===== src/rtl/spi_master.sv =====
`default_nettype none
// ============================================================================
// Module   : spi_master
// Purpose  : SPI mode-0 master; one 32-bit {cmd, data} register frame per start.
// Revision : 1.0 - initial release
// ============================================================================
module spi_master #(
  parameter int CLK_DIV     = 4,
  parameter int IDLE_CYCLES = 4
) (
  input  logic        clk,
  input  logic        nrst,
  input  logic        start,
  input  logic        wr,
  input  logic [3:0]  addr,
  input  logic [15:0] wr_data,
  output logic [15:0] rd_data,
  output logic        busy,
  output logic        done,
  output logic        sclk,
  output logic        mosi,
  output logic        ssel,
  input  logic        miso
);

  localparam int c_DIV_W = $clog2(CLK_DIV) + 1;
  localparam int c_GAP_W = $clog2(IDLE_CYCLES) + 1;
  localparam logic [c_DIV_W-1:0] c_DIV_LAST = c_DIV_W'(CLK_DIV - 1);
  localparam logic [c_GAP_W-1:0] c_GAP_LAST = c_GAP_W'(IDLE_CYCLES - 1);
  localparam logic [5:0] c_LAST_BIT = 6'd32;
  localparam logic [5:0] c_FIRST_RX = 6'd16;

  localparam logic [2:0] c_ST_IDLE  = 3'd0;
  localparam logic [2:0] c_ST_SETUP = 3'd1;
  localparam logic [2:0] c_ST_SHIFT = 3'd2;
  localparam logic [2:0] c_ST_HOLD  = 3'd3;
  localparam logic [2:0] c_ST_GAP   = 3'd4;

  logic [2:0]         r_state,     w_state_nxt;
  logic [c_DIV_W-1:0] r_div_cnt,   w_div_cnt_nxt;
  logic [c_GAP_W-1:0] r_gap_cnt,   w_gap_cnt_nxt;
  logic [31:0]        r_tx,        w_tx_nxt;
  logic [15:0]        r_rx,        w_rx_nxt;
  logic [5:0]         r_bit_cnt,   w_bit_cnt_nxt;
  logic               r_wr,        w_wr_nxt;
  logic [15:0]        r_rd_data,   w_rd_data_nxt;
  logic               r_busy,      w_busy_nxt;
  logic               r_done,      w_done_nxt;
  logic               r_sclk,      w_sclk_nxt;
  logic               r_ssel,      w_ssel_nxt;

  logic w_div_tick;
  logic w_gap_tick;

  assign w_div_tick = (r_div_cnt == c_DIV_LAST);
  assign w_gap_tick = (r_gap_cnt == c_GAP_LAST);

  // State and datapath registers
  always_ff @(posedge clk) begin
    if (!nrst) begin
      r_state   <= c_ST_IDLE;
      r_div_cnt <= '0;
      r_gap_cnt <= '0;
      r_tx      <= '0;
      r_rx      <= '0;
      r_bit_cnt <= '0;
      r_wr      <= 1'b0;
      r_rd_data <= '0;
      r_busy    <= 1'b0;
      r_done    <= 1'b0;
      r_sclk    <= 1'b0;
      r_ssel    <= 1'b1;
    end else begin
      r_state   <= w_state_nxt;
      r_div_cnt <= w_div_cnt_nxt;
      r_gap_cnt <= w_gap_cnt_nxt;
      r_tx      <= w_tx_nxt;
      r_rx      <= w_rx_nxt;
      r_bit_cnt <= w_bit_cnt_nxt;
      r_wr      <= w_wr_nxt;
      r_rd_data <= w_rd_data_nxt;
      r_busy    <= w_busy_nxt;
      r_done    <= w_done_nxt;
      r_sclk    <= w_sclk_nxt;
      r_ssel    <= w_ssel_nxt;
    end
  end

  // Next-state logic
  always_comb begin
    w_state_nxt = r_state;
    case (r_state)
      c_ST_IDLE:  if (start) w_state_nxt = c_ST_SETUP;
      c_ST_SETUP: if (w_div_tick) w_state_nxt = c_ST_SHIFT;
      // The last low half-period runs to completion before HOLD, so sclk
      // never shows a shortened low phase after bit 32.
      c_ST_SHIFT: if (w_div_tick && !r_sclk && (r_bit_cnt == c_LAST_BIT))
                    w_state_nxt = c_ST_HOLD;
      c_ST_HOLD:  if (w_div_tick) w_state_nxt = c_ST_GAP;
      c_ST_GAP:   if (w_gap_tick) w_state_nxt = c_ST_IDLE;
      default:    w_state_nxt = c_ST_IDLE;
    endcase
  end

  // Output and datapath next values
  always_comb begin
    w_div_cnt_nxt = '0;
    w_gap_cnt_nxt = '0;
    w_tx_nxt      = r_tx;
    w_rx_nxt      = r_rx;
    w_bit_cnt_nxt = r_bit_cnt;
    w_wr_nxt      = r_wr;
    w_rd_data_nxt = r_rd_data;
    w_busy_nxt    = r_busy;
    w_done_nxt    = 1'b0;
    w_sclk_nxt    = r_sclk;
    w_ssel_nxt    = r_ssel;

    if ((r_state == c_ST_SETUP) || (r_state == c_ST_SHIFT) || (r_state == c_ST_HOLD))
      w_div_cnt_nxt = w_div_tick ? '0 : r_div_cnt + 1'b1;
    if (r_state == c_ST_GAP)
      w_gap_cnt_nxt = w_gap_tick ? '0 : r_gap_cnt + 1'b1;

    case (r_state)
      c_ST_IDLE: begin
        if (start) begin
          w_tx_nxt      = {wr, 11'b0, addr, (wr ? wr_data : 16'h0000)};
          w_bit_cnt_nxt = '0;
          w_wr_nxt      = wr;
          w_ssel_nxt    = 1'b0;
          w_busy_nxt    = 1'b1;
        end
      end
      c_ST_SETUP: begin
        if (w_div_tick) begin
          w_sclk_nxt    = 1'b1;
          w_bit_cnt_nxt = 6'd1;
        end
      end
      c_ST_SHIFT: begin
        if (w_div_tick) begin
          if (r_sclk) begin
            w_sclk_nxt = 1'b0;
            if (r_bit_cnt != c_LAST_BIT)
              w_tx_nxt = {r_tx[30:0], 1'b0};
          end else if (r_bit_cnt != c_LAST_BIT) begin
            w_sclk_nxt    = 1'b1;
            w_bit_cnt_nxt = r_bit_cnt + 6'd1;
            // Rising edges 17..32 carry the read payload
            if (r_bit_cnt >= c_FIRST_RX)
              w_rx_nxt = {r_rx[14:0], miso};
          end
        end
      end
      c_ST_HOLD: begin
        if (w_div_tick) begin
          w_ssel_nxt = 1'b1;
          w_done_nxt = 1'b1;
          if (!r_wr)
            w_rd_data_nxt = r_rx;
        end
      end
      c_ST_GAP: begin
        if (w_gap_tick)
          w_busy_nxt = 1'b0;
      end
      default: begin
        w_ssel_nxt = 1'b1;
        w_sclk_nxt = 1'b0;
        w_busy_nxt = 1'b0;
      end
    endcase
  end

  assign rd_data = r_rd_data;
  assign busy    = r_busy;
  assign done    = r_done;
  assign sclk    = r_sclk;
  assign ssel    = r_ssel;
  assign mosi    = r_tx[31];

endmodule
`default_nettype wire

===== config.mk =====
export PLATFORM = sky130hd
export DESIGN_NAME = spi_master
export DESIGN_NICKNAME = d
export VERILOG_FILES = /design/src/rtl/spi_master.sv
export SDC_FILE = /design/constraint.sdc
export NUM_CORES = 1
export LEC_CHECK = 0
export ABC_AREA = 1
export CAP_MARGIN = 20
export CELL_PAD_IN_SITES_DETAIL_PLACEMENT = 1
export CELL_PAD_IN_SITES_GLOBAL_PLACEMENT = 2
export CORE_AREA = 2 2 119 121
export DETAILED_ROUTE_END_ITERATION = 8
export DIE_AREA = 0 0 121 123
export PLACE_DENSITY_LB_ADDON = 0.1
export SLEW_MARGIN = 10
export SYNTH_ARGS = -nofsm -noshare
export SYNTH_HDL_FRONTEND = slang
export SYNTH_SLANG_ARGS = --single-unit

===== constraint.sdc =====
create_clock -name clk -period 1.55 [get_ports clk]
set_clock_uncertainty 0.05 [all_clocks]
set_input_delay 0.31 -clock clk [delete_from_list [all_inputs] [get_ports clk]]
set_output_delay 0.31 -clock clk [all_outputs]
set_load 0.01 [all_outputs]

==> results.cfg, run 1 <==
; generated from flow reports
[run_status]
status = finished, violations left
failed_checks = negative setup slack

[power_and_ir_drop]
p_per_area_mw_per_mm2 = 1600
maxPowerGroup = combinational logic
power.internal_mw = 5.54
seqPwrFrac_pct = 32.1
leakage_nw = 2.44
pg_comb_mw = 3.96
swShare_pct = 38.5
pwr-share-comb_pct = 44.0
seq_power_mw = 2.90
pg_clk_mw = 2.16
vdd_drop_max_mv = 0.470
p_clk_share_pct = 23.9
totalPowerFinal_mw = 9.02
power_switching_mw = 3.48

[route]
num_vias = 3719
wire_per_inst_um = 14.7
wl_mm = 11.9
ant_nets = 0
drt-initial-drc-count = 114
wl_met3_um = 333
first_pass_iters = 4

[timing]
finalWorstSetupSlack_ns = -0.0310
slew_headroom_pct = 78.0
fin_tns_setup_ns = -0.0974
period_used_pct = 102
max_freq_ghz = 0.633
fin_crit_ns = 1.58
hold_slack_ns = 0.377
final_hold_viol_count = 0
setup_viol_count_final = 8
worstMarginPinSlew_ns = 0.329

[floorplan]
io_pins = 46
core_area_mm2 = 0.0136
num_rows = 43
die_width_um = 121
die-area_mm2 = 0.0149
die_h_um = 123
tap_cells = 180

[place]
dpl_cell_area_mm2 = 0.00468
numPortBuffers = 45
gp_congestion = 0.826
dpl.cell_count = 774
dp_hpwl_mm = 7.39

[setup_path]
setup.worst_path.start = r_bit_cnt[0]
worstSetupEndpointType = register
cp.depth = 12
rrSetupSlack_ns = -0.03
slowest_stage = dfxtp_2
critical_path.max_fanout = 6
crit_end = r_tx[3]
required_ns = 1.74
critPathMaxStageDelay_ns = 0.33
r2r_start = r_bit_cnt[0]
cp_cell_sequence = inv_2 > ha_4 > nand2_2 > inv_2 > nand3_4 > nand2_4 > nand2_4 > nand2_8 > clkinv_8 > clkbuf_16 > nor2_4 > nor2_1
critPathBufInv = 4
ff2ff_path_depth = 12
crit_type = reg2reg

[final_layout]
logic_gates = 379
regMostFlops = r_tx
logic_area_mm2 = 0.00217
area.sequential_mm2 = 0.00169
layout.nets = 655
buffer_area_share_pct = 19.2
nFillCells = 1621
post-route-util_pct = 41.4
final-clk-cell-share_pct = 5.22
nNonClkInverters = 41
flops = 84
seq-cell-share_pct = 30.0
nClkBuffers = 10
most-common-layout-cells = nor2_1 (86), nand2_1 (84), dfxtp_1 (77)
drive_gt1_share_pct = 29.3

[logic_synthesis]
simple_gate_share_pct = 33.3
ff_type = dfxtp_1
common_cells = nor2_1 (114), nand2_1 (96), dfxtp_1 (84)
ys_sh_aoi_pct = 11.4
top_cell = nor2_1
ys_sh_adder_pct = 2.00
synth_nets = 561
synth-seq-cells = 84
yosysSeqAreaShare_pct = 44.8
syn_area_mm2 = 0.00375
edf_count = 0
async_flop_share_pct = 0
yosysTopAreaCellShare_pct = 44.8
synth-area-yosys_mm2 = 0.00375
avgSynthCellArea_um2 = 7.08
ys_types = 28
xor_area_share_pct = 0.233
ys_cells = 530
synth.yosys.warnings = 0

[job]
cap_viol_max_count = 0
warnings = 28

[hold_path]
hold_depth = 1
worstHoldStart = r_gap_cnt[0]
hold_class = reg2reg
whs_endpoint = r_gap_cnt[0]

[global_route]
grt_use_total_pct = 15.8
gr-usage-met1_pct = 19.0
antenna_found_initial = 0
grt_first_pass_wirelength_mm = 18.6
grt_pass1_vias = 3876
grt_overflow = 0

[clock_tree]
numCtsBuffers = 9
clock_latency_ns = 0.35
ctsResizeCount = 59
holdBufCountCts = 0
cts_tree = yes
clkSinkCount = 84
clk_pin_slew_ns = 0.07
post_cts_buffers = 4
clk_path_buf_depth = 2
clock-root-buffer = clkbuf_16
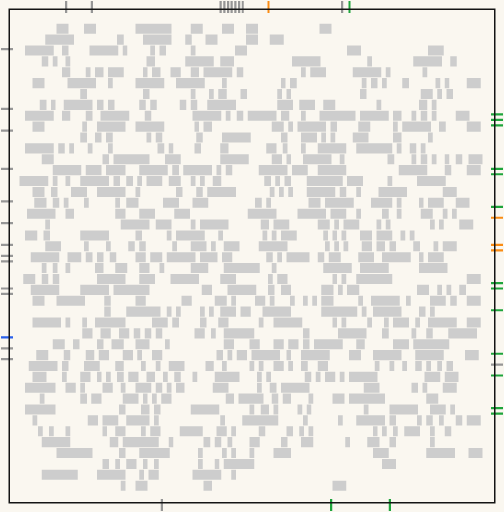
Run 1: pin map
Scale: 4 px per µm. Pins as bars across the die edge, other pins in gray.
green -> wr_data  # pins 16, direction input, edge 13 east, 2 south, 1 north
blue -> busy  # pins 1, direction output, edge west
orange -> addr  # pins 4, direction input, edge 3 east, 1 north
all pins by edge = 17 east, 14 west, 12 north, 3 south

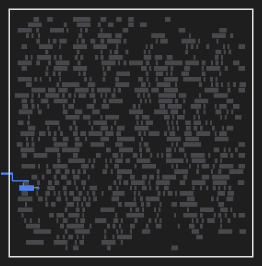
Run 1: wires at chosen ports, followed through buffers
Scale: 2 px per µm.
blue -> busy  # bits 1, direction output, end cells 1, buffers 1, wire 25.1 µm

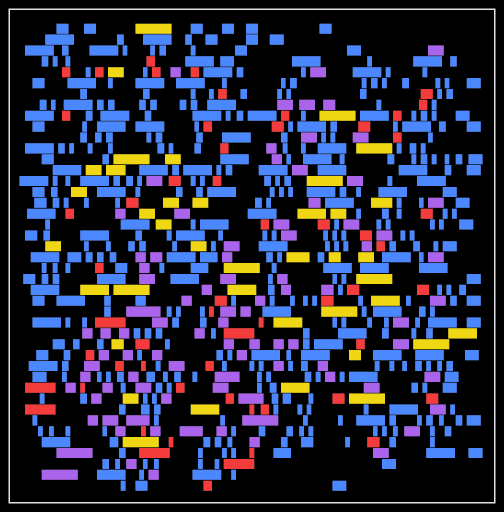
Run 1: drive-strength map
Scale: 4 px per µm.
purple -> drive 3 to 4  # cells 89
yellow -> drive 6 and up  # cells 39
red -> drive 2  # cells 56
blue -> drive 1 or less  # cells 445
setup ws final: -0.0310 ns
Finished Cell Area: 0.00564 mm²
Plain + repair buffers: 109
Synth-to-Final Area Change: 50.2%

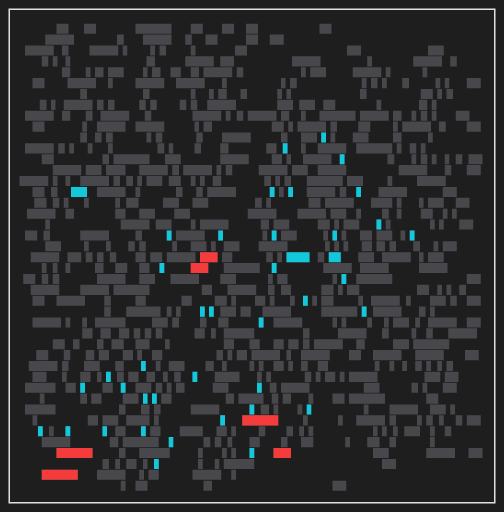
Run 1: selected gate families
Scale: 4 px per µm.
cyan -> inverters  # cells 41, most used inv_1
red -> adder and majority cells  # cells 6
dominant logic cell type in the layout: nor2_1
multi-input combinational area share: 38.4%
Finished Layout Cells: 809

--- run 2 (diff from run 1) ---
--- a/config.mk
+++ b/config.mk
@@ -13,6 +13,7 @@
 export DETAILED_ROUTE_END_ITERATION = 8
 export DIE_AREA = 0 0 121 123
 export PLACE_DENSITY_LB_ADDON = 0.1
+export SKIP_CTS_REPAIR_TIMING = 1
 export SLEW_MARGIN = 10
 export SYNTH_ARGS = -nofsm -noshare
 export SYNTH_HDL_FRONTEND = slang
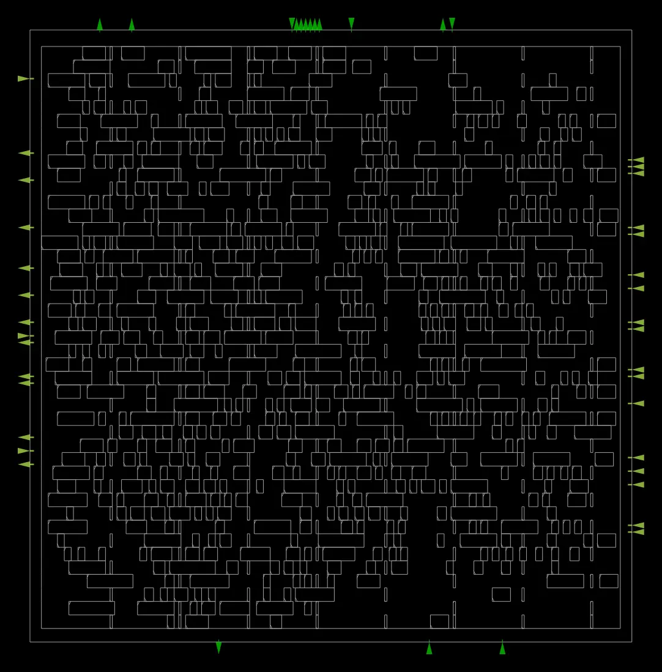
Run 2: cell outlines without signal wires
Flops: 84
Rows: 43

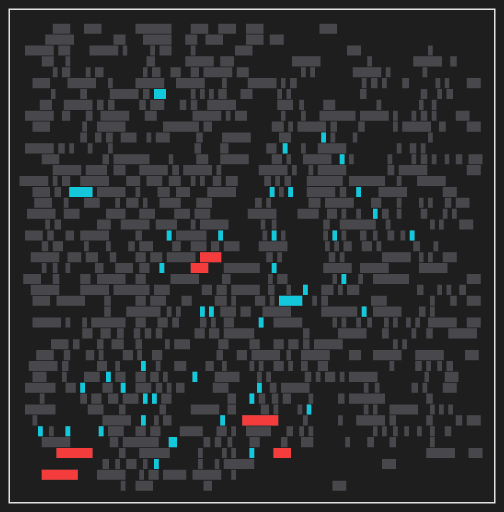
Run 2: selected gate families
Scale: 4 px per µm.
cyan -> inverters  # cells 41, most used inv_1
red -> adder and majority cells  # cells 6, most used ha_4
multi-input combinational area share: 36.6%
Finished Layout Cells: 814

==> results.cfg, run 2 <==
; generated from flow reports
[setup_path]
r2r_start = r_state[2]
ff2ff_path_depth = 7
rrSetupSlack_ns = -0.06
crit_end = rd_data[6]
crit_type = reg2reg
cp_cell_sequence = buf_4 > nor3_4 > nand2_8 > nor2_8 > clkbuf_16 > o21ai_2 > nor2_1
required_ns = 1.79
r2r_end = rd_data[6]
slowest_stage = dfxtp_4
worstSetupEndpointType = register
setup.worst_path.start = r_state[2]
cp.depth = 7
worstPathArrival_ns = 1.85
critical_path.max_fanout = 5
critPathBufInv = 2
critPathMaxStageDelay_ns = 0.36

[logic_synthesis]
synth-seq-cells = 84
xor_area_share_pct = 0.233
ys_cells = 530
ys_sh_aoi_pct = 11.4
ff_type = dfxtp_1
syn_area_mm2 = 0.00375
top_cell = nor2_1
ys_sh_adder_pct = 2.00
common_cells = nor2_1 (114), nand2_1 (96), dfxtp_1 (84)
yosysTopAreaCellShare_pct = 44.8
synth_nets = 561
synth.yosys.warnings = 0
async_flop_share_pct = 0
simple_gate_share_pct = 33.3
ys_types = 28
yosysTopAreaCell = dfxtp_1
avgSynthCellArea_um2 = 7.08
yosysSeqAreaShare_pct = 44.8
edf_count = 0
synth-area-yosys_mm2 = 0.00375

[hold_path]
worstHoldStart = r_gap_cnt[0]
whs_endpoint = r_gap_cnt[0]
hold_depth = 1
hold_class = reg2reg

[timing]
max_freq_ghz = 0.622
setup_viol_count_final = 40
finalMaxSlewViolations = 0
period_used_pct = 104
final_hold_viol_count = 0
finalWorstSetupSlack_ns = -0.0586
hold_slack_ns = 0.357
fin_crit_ns = 1.61
worstMarginPinSlew_ns = 0.331
rsz0062_at_grt = true
slew_headroom_pct = 77.9
fin_tns_setup_ns = -0.860

[place]
gp_congestion = 0.826
dpl.cell_count = 774
numPortBuffers = 45
dp_hpwl_mm = 7.39
pre_cts_ws_ns = -0.248
dpl_cell_area_mm2 = 0.00468

[floorplan]
core_area_mm2 = 0.0136
die_width_um = 121
tap_cells = 180
die-area_mm2 = 0.0149
die_h_um = 123
io_pins = 46

[job]
cap_viol_max_count = 0
warnings = 28

[clock_tree]
clk_pin_slew_ns = 0.07
clk_path_buf_depth = 2
clock_latency_ns = 0.35
cts_tree = yes
clock-root-buffer = clkbuf_16
clkSinkCount = 84
numCtsBuffers = 9

[run_status]
status = finished, violations left
failed_checks = negative setup slack

[global_route]
gr-usage-met1_pct = 18.6
grt_use_total_pct = 15.4
grt_pass1_vias = 3844
grt_max_degree = 33
antenna_found_initial = 0
grt_first_pass_wirelength_mm = 18.1
grt_overflow = 0

[power_and_ir_drop]
pwr-share-comb_pct = 41.5
seq_power_mw = 2.80
seqPwrFrac_pct = 33.1
leakage_nw = 2.66
totalPowerFinal_mw = 8.47
power.internal_mw = 5.29
p_clk_share_pct = 25.4
p_per_area_mw_per_mm2 = 1490
vdd_drop_max_mv = 0.476
pg_comb_mw = 3.51
swShare_pct = 37.5
power_switching_mw = 3.18
maxPowerGroup = combinational logic
pg_clk_mw = 2.15

[final_layout]
area_growth_pct = 51.1
nClkBuffers = 10
drive_gt1_share_pct = 28.2
nNonClkInverters = 41
logic_area_mm2 = 0.00208
mostFrequentLayoutCell = nor2_1
logic_gates = 380
layout.nets = 660
regMostFlops = r_tx
largest_reg_flops = 32
diodes = 0
nFillCells = 1621
stdcell_area_mm2 = 0.00567
most-common-layout-cells = nor2_1 (104), nand2_1 (89), dfxtp_1 (76)
seq-cell-share_pct = 29.9
nNonClkBuffers = 113
buffer_area_share_pct = 21.0
post-route-util_pct = 41.7
final-clk-cell-share_pct = 5.18
area.sequential_mm2 = 0.00170

[route]
routed-wl-met2_mm = 5.93
ant_nets = 0
wl_met3_um = 371
drc = 0
wl_mm = 12.0
first_pass_iters = 4
drt-initial-drc-count = 137
wire_per_inst_um = 14.7
num_vias = 3747
--- run 3 (diff from run 2) ---
--- a/config.mk
+++ b/config.mk
@@ -12,7 +12,7 @@
 export CORE_AREA = 2 2 119 121
 export DETAILED_ROUTE_END_ITERATION = 8
 export DIE_AREA = 0 0 121 123
-export PLACE_DENSITY_LB_ADDON = 0.1
+export PLACE_DENSITY = 0.8
 export SKIP_CTS_REPAIR_TIMING = 1
 export SLEW_MARGIN = 10
 export SYNTH_ARGS = -nofsm -noshare
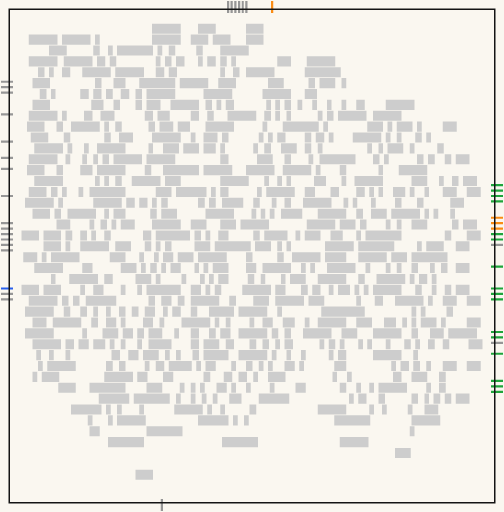
Run 3: pin map
Scale: 4 px per µm. Pins as bars across the die edge, other pins in gray.
orange -> addr  # pins 4, direction input, edge 3 east, 1 north
blue -> busy  # pins 1, direction output, edge west
green -> wr_data  # pins 16, direction input, edge east
all pins by edge = 21 east, 17 west, 7 north, 1 south
Die W: 121 µm
Die Y: 123 µm
IO buf count: 45

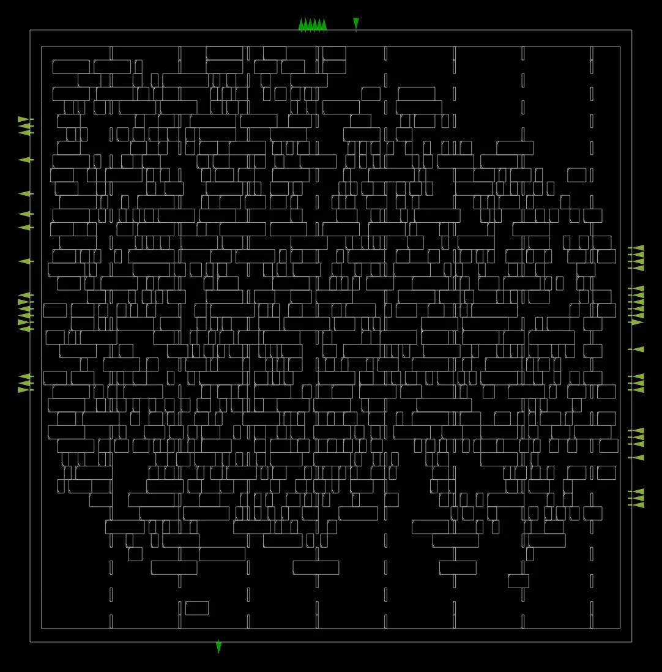
Run 3: cell outlines without signal wires
Finished Layout Cells: 794
number of fill cells: 1609
Final Util: 42.2%
flop share of the area: 29.6%
num tapcells: 180

==> results.cfg, run 3 <==
; generated from flow reports
[final_layout]
layout.nets = 640
area.sequential_mm2 = 0.00170
largest_reg_flops = 32
comb_share_pct = 38.6
buffer_area_share_pct = 19.7
nNonClkBuffers = 95
regMostFlops = r_tx
area_growth_pct = 52.9
diodes = 0
logic_gates = 379
most-common-layout-cells = nor2_1 (83), nand2_1 (79), dfxtp_1 (76)
logic_area_mm2 = 0.00221
nClkBuffers = 10
stdcell_area_mm2 = 0.00574
nNonClkInverters = 40
final-clk-cell-share_pct = 5.25
drive_gt1_share_pct = 29.2

[setup_path]
ff2ff_path_depth = 12
worstPathArrival_ns = 1.78
r2r_start = r_bit_cnt[0]
slowest_stage = dfxtp_2
crit_end = r_tx[31]
cp_cell_sequence = inv_2 > ha_4 > nand2_2 > inv_2 > nand3_4 > nand2_2 > nand2_4 > nand2_8 > clkinv_8 > clkbuf_16 > nor2_2 > nor2_1
rrSetupSlack_ns = -0.03
worstSetupEndpointType = register
critPathBufInv = 4
required_ns = 1.75
r2r_end = r_tx[31]
crit_type = reg2reg
setup.worst_path.start = r_bit_cnt[0]
critical_path.max_fanout = 6
cp.depth = 12

[place]
pre_cts_ws_ns = -0.217
gp_congestion = 0.829
dpl.cell_count = 764
dp_hpwl_mm = 6.92
dpl_cell_area_mm2 = 0.00464

[logic_synthesis]
synth-area-yosys_mm2 = 0.00375
synth.yosys.warnings = 0
ys_sh_adder_pct = 2.00
xor_area_share_pct = 0.233
simple_gate_share_pct = 33.3
yosysTopAreaCell = dfxtp_1
synthMuxAreaShare_pct = 0
avgSynthCellArea_um2 = 7.08
edf_count = 0
ys_types = 28
common_cells = nor2_1 (114), nand2_1 (96), dfxtp_1 (84)
ys_sh_aoi_pct = 11.4
yosysSeqAreaShare_pct = 44.8
yosysTopAreaCellShare_pct = 44.8
synth-seq-cells = 84
ff_type = dfxtp_1
top_cell = nor2_1
ys_cells = 530

[power_and_ir_drop]
seqPwrFrac_pct = 32.0
seq_power_mw = 2.92
power.internal_mw = 5.70
pg_comb_mw = 3.97
p_clk_share_pct = 24.5
swShare_pct = 37.6
p_per_area_mw_per_mm2 = 1590
vdd_drop_max_mv = 0.572
leakage_nw = 2.64
pg_clk_mw = 2.23
pwr-share-comb_pct = 43.5
totalPowerFinal_mw = 9.12

[run_status]
failed_checks = negative setup slack
status = finished, violations left

[clock_tree]
numCtsBuffers = 9
clock_latency_ns = 0.36
clock-root-buffer = clkbuf_16
clk_path_buf_depth = 2
h-tree-depth = 3
clkSinkCount = 84
cts_tree = yes

[timing]
setup_viol_count_final = 14
finalWorstSetupSlack_ns = -0.0277
hold_slack_ns = 0.380
fin_tns_setup_ns = -0.188
fin_crit_ns = 1.58
max_freq_ghz = 0.634
worstMarginPinSlew_ns = 0.333
slew_headroom_pct = 77.6
final_hold_viol_count = 0
period_used_pct = 102
finalMaxSlewViolations = 0

[global_route]
grt_first_pass_wirelength_mm = 17.1
grt_use_total_pct = 14.5
grt_pass1_vias = 3713
gr-usage-met1_pct = 17.3

[floorplan]
num_rows = 43
io_pins = 46
core_area_mm2 = 0.0136

[hold_path]
hold_class = reg2reg
whs_endpoint = r_gap_cnt[0]
worstHoldStart = r_gap_cnt[0]
hold_depth = 1

[route]
drc = 0
wl_mm = 11.4
num_vias = 3695
routed-wl-met2_mm = 5.59
wire_per_inst_um = 14.3
ant_nets = 0
wl_met3_um = 429
drt-initial-drc-count = 146

[job]
warnings = 28
cap_viol_max_count = 0
Power is estimated from default activity; no workload was simulated.
